==> config.mk <==
export PLATFORM = sky130hd
export DESIGN_NAME = atd_block_router
export DESIGN_NICKNAME = d
export VERILOG_FILES = /design/src/rtl/atd_block_router.sv
export SDC_FILE = /design/constraint.sdc
export NUM_CORES = 1
export LEC_CHECK = 0
export CORE_MARGIN = 5
export CORE_UTILIZATION = 45
export CTS_BUF_LIST = sky130_fd_sc_hd__clkbuf_4 sky130_fd_sc_hd__clkbuf_8
export DETAILED_ROUTE_END_ITERATION = 8
export GPL_ROUTABILITY_DRIVEN = 0
export PLACE_DENSITY = 0.71
export SLEW_MARGIN = 0
export SYNTH_ARGS = -nofsm -noshare
export SYNTH_HDL_FRONTEND = slang
export SYNTH_SLANG_ARGS = --single-unit
==> constraint.sdc <==
create_clock -name clk -period 27.1 [get_ports clk]
set_clock_uncertainty 0.05 [all_clocks]
set_input_delay 6.775 -clock clk [delete_from_list [all_inputs] [get_ports clk]]
set_output_delay 6.775 -clock clk [all_outputs]
set_load 0.005 [all_outputs]
==> src/rtl/atd_block_router.sv <==
// atd_block_router: takes 128-bit blocks from the ATD serial-to-parallel stage.
// The first block after reset or after a rekey request becomes the key. Every
// other block goes into a small show-ahead FIFO that feeds the cipher core.
//
// state    | meaning
// ---------+------------------------------------------------------------
// ARMED    | capture allowed when data_ready=1 and the target has room
// TAKEN    | data_taken=1 for this single cycle
// WAIT_LOW | block consumed; wait for data_ready=0 before re-arming
module atd_block_router #(
  parameter int BLOCK_W    = 128,
  parameter int FIFO_DEPTH = 2,
  parameter int CNT_W      = 16
) (
  input  logic               clk,
  input  logic               rst,
  input  logic               data_ready,
  input  logic [BLOCK_W-1:0] ATD_parallel,
  output logic               data_taken,
  input  logic               rekey,
  output logic [BLOCK_W-1:0] key_out,
  output logic               key_valid,
  output logic [BLOCK_W-1:0] blk_out,
  output logic               blk_valid,
  input  logic               blk_ready,
  output logic [CNT_W-1:0]   blk_cnt,
  output logic               busy
);

  localparam int PTR_W = (FIFO_DEPTH > 1) ? $clog2(FIFO_DEPTH) : 1;
  localparam logic [PTR_W:0] DEPTH_C = (PTR_W + 1)'(FIFO_DEPTH);

  typedef enum logic [1:0] {
    ARMED    = 2'd0,
    TAKEN    = 2'd1,
    WAIT_LOW = 2'd2
  } state_t;

  state_t state_q, state_d;

  logic               rekey_pend_q, rekey_pend_d;
  logic               key_valid_q, key_valid_d;
  logic [BLOCK_W-1:0] key_q, key_d;
  logic [BLOCK_W-1:0] mem_q [FIFO_DEPTH];
  logic [BLOCK_W-1:0] mem_d [FIFO_DEPTH];
  logic [PTR_W-1:0]   wr_ptr_q, wr_ptr_d;
  logic [PTR_W-1:0]   rd_ptr_q, rd_ptr_d;
  logic [PTR_W:0]     fcnt_q, fcnt_d;
  logic [BLOCK_W-1:0] blk_out_q, blk_out_d;
  logic [CNT_W-1:0]   blk_cnt_q, blk_cnt_d;

  logic fifo_empty;
  logic room;
  logic capture;
  logic key_load;
  logic push;
  logic pop;

  // Capture qualification. Key loads wait for an empty FIFO so queued data
  // still drains under the old key; FIFO room uses the pre-pop count.
  always_comb begin
    fifo_empty = (fcnt_q == '0);
    room       = rekey_pend_q ? fifo_empty : (fcnt_q < DEPTH_C);
    capture    = (state_q == ARMED) && data_ready && room;
    key_load   = capture && rekey_pend_q;
    push       = capture && !rekey_pend_q;
    pop        = !fifo_empty && blk_ready;
  end

  // Handshake FSM next state.
  always_comb begin
    state_d = state_q;
    case (state_q)
      ARMED:    if (capture) state_d = TAKEN;
      TAKEN:    state_d = WAIT_LOW;
      WAIT_LOW: if (!data_ready) state_d = ARMED;
      default:  state_d = ARMED;
    endcase
  end

  // Key register and pending-rekey flag; a rekey that arrives while a key
  // load is already pending has nothing left to do.
  always_comb begin
    key_d        = key_q;
    key_valid_d  = key_valid_q;
    rekey_pend_d = rekey_pend_q;
    if (key_load) begin
      key_d        = ATD_parallel;
      key_valid_d  = 1'b1;
      rekey_pend_d = 1'b0;
    end else if (rekey) begin
      rekey_pend_d = 1'b1;
    end
  end

  // FIFO storage, pointers, occupancy and pop counter. The head register
  // follows the post-edge head entry and keeps its last value when empty.
  always_comb begin
    mem_d     = mem_q;
    wr_ptr_d  = wr_ptr_q;
    rd_ptr_d  = rd_ptr_q;
    fcnt_d    = fcnt_q;
    blk_cnt_d = blk_cnt_q;
    if (push) begin
      mem_d[wr_ptr_q] = ATD_parallel;
      wr_ptr_d        = wr_ptr_q + 1'b1;
    end
    if (pop) begin
      rd_ptr_d  = rd_ptr_q + 1'b1;
      blk_cnt_d = blk_cnt_q + 1'b1;
    end
    case ({push, pop})
      2'b10:   fcnt_d = fcnt_q + 1'b1;
      2'b01:   fcnt_d = fcnt_q - 1'b1;
      default: fcnt_d = fcnt_q;
    endcase
    blk_out_d = (fcnt_d != '0) ? mem_d[rd_ptr_d] : blk_out_q;
  end

  // State registers; reset discards queued blocks and re-arms for a key.
  always_ff @(posedge clk or posedge rst) begin
    if (rst) begin
      state_q      <= ARMED;
      rekey_pend_q <= 1'b1;
      key_valid_q  <= 1'b0;
      key_q        <= '0;
      for (int i = 0; i < FIFO_DEPTH; i++) mem_q[i] <= '0;
      wr_ptr_q     <= '0;
      rd_ptr_q     <= '0;
      fcnt_q       <= '0;
      blk_out_q    <= '0;
      blk_cnt_q    <= '0;
    end else begin
      state_q      <= state_d;
      rekey_pend_q <= rekey_pend_d;
      key_valid_q  <= key_valid_d;
      key_q        <= key_d;
      mem_q        <= mem_d;
      wr_ptr_q     <= wr_ptr_d;
      rd_ptr_q     <= rd_ptr_d;
      fcnt_q       <= fcnt_d;
      blk_out_q    <= blk_out_d;
      blk_cnt_q    <= blk_cnt_d;
    end
  end

  assign data_taken = (state_q == TAKEN);
  assign key_out    = key_q;
  assign key_valid  = key_valid_q;
  assign blk_out    = blk_out_q;
  assign blk_valid  = !fifo_empty;
  assign blk_cnt    = blk_cnt_q;
  assign busy       = rekey_pend_q || !fifo_empty;

endmodule
### Ports around the boundary

Scale: 1 px per µm. Pins as bars across the die edge, other pins in grey.
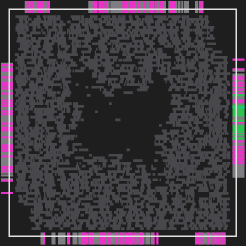
| colour | port | pins | direction | edge |
|---|---|---|---|---|
| green | `blk_cnt` | 16 | output | right |
| magenta | `key_out` | 128 | output | 41 bottom, 37 top, 29 left, 21 right |
| cyan | `blk_valid` | 1 | output | right |
all pins by edge: 125 bottom, 120 top, 85 left, 79 right
die y size: 226 µm
Chip Width: 226 µm
input/output buffers: 408

### Track usage over the die

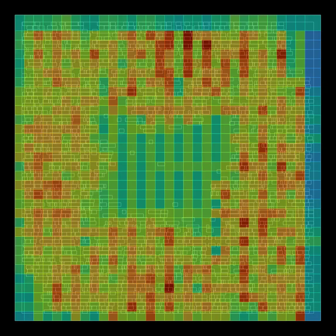
Global Route Usage Sum: 0.205
Top Usage Layer GRT: met2
GR Util met1: 0.263
final design utilization: 0.591

### Sequential cells coloured by netlist name

Scale: 1 px per µm. Other sequential cells in the stronger grey, the rest of the logic in the fainter grey.
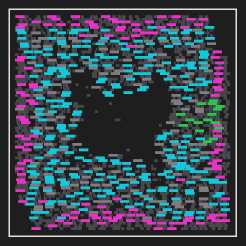
| colour | signal | sequential cells | where |
|---|---|---|---|
| cyan | `mem_q` | 256 | spread over the die |
| magenta | `key_out` | 128 | spread over the die |
| green | `blk_cnt` | 16 | right middle |
not coloured: 136
Storage cell area: 0.0134 mm²
share of cell area taken by flip-flops and latches: 0.491
power drawn by the sequential cells: 0.00131 W

### Wires at chosen ports, followed through buffers

Scale: 1.5 px per µm.
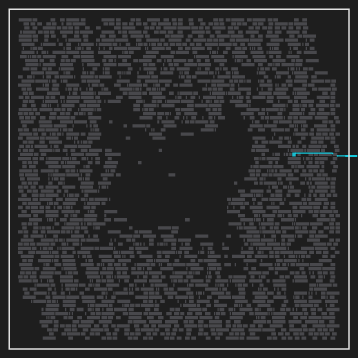
| colour | port | direction | edge | end cells | wire |
|---|---|---|---|---|---|
| cyan | `blk_valid` | output | right | 1 | 32.7 µm |
I/O pin cnt: 409

==> results.py <==
# Auto-generated metrics
metrics = {
    "power": {
        "ir_drop_mv": 0.0966,
        "power.density_cell_area_mw_per_mm2": 120,
    },
    "cts": {
        "number_of_hold_buffers_added_after_cts": 0,
        "buffers_from_clock_root_to_sink_at_most": 3,
        "ctsRootBufferMaster": "clkbuf_8",
        "post-cts-setup-buffer-count": 0,
    },
    "synth": {
        "ys_warn_count": 0,
        "topCellsByArea": "dfrtp_1 (64%), mux2i_1 (12%), mux2_2 (6.9%), o221ai_1 (5.4%), inv_1 (4.6%)",
        "mappedNetlistArea_mm2": 0.0209,
        "synth_cell_type_count": 34,
        "ys.flops": 536,
        "synth_cells": 1593,
        "yosys_stat_cell_total": 1593,
        "yosysSeqAreaShare": 0.642,
    },
    "setup_path": {
        "cp_max_fo": 68,
        "worst-endpoint-arrival_ns": 10.78,
        "worst-setup-path-type": "input pin to flip-flop",
        "cp_launch_type": "input pin",
        "critical_path_required_ns": 27.50,
        "critical_path.slowest_cell": "buf_4",
        "critical_path_cell_by_cell": "clkdlybuf4s50_1, nor4b_4, nand2b_1, ha_1, nor4bb_1, nor3_1, nand2_4, buf_4, o221ai_1",
    },
    "drt": {
        "dr.max_layer_used": "met4",
        "route.detailed.drc": 0,
        "initialDrtViolationCount": 733,
        "drtPass1Iterations": 5,
        "postRouteAntennaNets": 0,
        "met3RoutedLength_um": 3180,
        "wl_met2_um": 25800,
        "totalWireLength_um": 51800,
    },
    "status": {
        "run_status": "finished clean",
    },
    "die": {
        "floorplan.rows": 79,
        "floorplan.initialDensity": 0.452,
    },
    "finish": {
        "area.growth.synth_to_final_pct": 30.8,
        "layout.nets": 2152,
        "fillCellCount": 3763,
    },
    "job": {
        "max_cap_violations": 0,
    },
    "global_route": {
        "globalRouteMet2Util": 0.341,
        "grt_overflow_total": 0,
        "grt_start_max_net_pins": 159,
        "grt_first_pass_wirelength_um": 83400,
    },
    "timing": {
        "timing.final.max_slew_violations": 0,
        "timing.final.crit_period_ns": 10.38,
        "hold_slack_ns": 0.429,
        "slew_headroom": 0.253,
    },
    "place": {
        "post-dp-hpwl_um": 33600,
    },
}
[worst paths after layout]
check	startpoint	to	slack, ns
worst max-delay path	data_ready	blk_out[37]	16.72
worst min-delay path	key_valid	key_valid	0.43
worst min register to register	key_valid	key_valid	0.43
max in group asynchronous	rst	key_out[36]	17.64
min in group asynchronous	rst	key_out[111]	6.74
worst max register to register	fcnt_q[1]	blk_out[37]	22.71
[logic make-up after synthesis]
| group | after synthesis | share of synthesized area |
|---|---|---|
| simple gates | 175 | 0.0366 |
| mux | 384 | 0.192 |
| xor+xnor | 20 | 0.00838 |
| flops | 536 | 0.642 |
| buf+inv | 344 | 0.0651 |
| fa+ha+maj | 2 | 0.00120 |
| compound gates | 132 | 0.0553 |
[where the power goes]
| group | switching, W | total (W) | internal (W) | leakage, nW |
|---|---|---|---|---|
| clock | 0.000309 | 0.000719 | 0.000409 | 0.974 |
| sequential | 0.000153 | 0.00131 | 0.00116 | 6.73 |
| combinational | 0.000615 | 0.00124 | 0.000628 | 7.16 |
[metrics by stage]
stage | utilization | instances | setup WS [ns] | area [µm²] | total power (W)
2_1_floorplan | - | 1593 | 5.30 | 20900 | 0.00197
3_3_place_gp | 0.551 | 2535 | 16.20 | 25500 | 0.00253
3_5_place_dp | 0.551 | 2535 | 16.11 | 25500 | 0.00259
4_1_cts | 0.591 | 2685 | 16.81 | 27300 | 0.00333
5_1_grt | 0.591 | 2686 | 16.55 | 27300 | 0.00350
6_report | 0.591 | 2687 | 16.72 | 27300 | 0.00327
[synth_stat cells, drive strengths merged]
master	number
and2	1
and3	4
and4	3
buf	57
clkbuf	29
dfrtp	535
dfstp	1
ha	2
inv	258
mux2	128
mux2i	256
nand2	142
nand2b	3
nand3	4
nand4	3
nand4b	1
nor2	3
nor2b	3
nor3	1
nor3b	1
nor4b	1
nor4bb	2
o2111a	1
o21a	1
o21ai	1
o21bai	1
o221ai	128
or2	1
or3	2
xnor2	18
xor2	2
[cell usage in the layout (no fill, tap or decap), drive strengths merged, types with 2 or more instances in the layout]
cell type / count
and3: 4
and4: 3
inv: 259
nor2: 3
nor2b: 3
clkinv: 13
clkdlybuf4s50: 408
xor2: 2
mux2i: 256
buf: 13
nand2b: 3
nand3: 4
clkinvlp: 2
o221ai: 128
nand4: 3
dfrtp: 535
xnor2: 18
nand2: 142
ha: 2
or3: 2
diode: 2
nor4bb: 2
clkbuf: 133
mux2: 128
[area by class of cell]
type	count	area, µm²	area share
sequential	536	13400	0.491
tap	607	759	0.0278
antenna	2	5.00	0.000183
inverter	258	976	0.0357
clock buffer	133	1710	0.0624
timing repair buffer	421	4180	0.153
multi-input combinational	713	6170	0.226
clock inverter	17	119	0.00435
[flip-flops by register name, indices dropped and copies added (netlist names)]
| register | flops |
|---|---|
| blk_cnt | 16 |
| blk_out | 128 |
| rd_ptr_q | 1 |
| mem_q | 256 |
| key_valid | 1 |
| key_out | 128 |
| wr_ptr_q | 1 |
| rekey_pend_q | 1 |
| fcnt_q | 2 |
| state_q | 2 |
[critical path, delay by kind of cell]
kind                       cells  cell delay [ns]
adders and majority gates      1             0.39
and+or+nand+nor                5             1.80
AOI/OAI and AO/OA              1             0.28
buffers and inverters          2             1.34
Power is estimated from default activity; no workload was simulated.
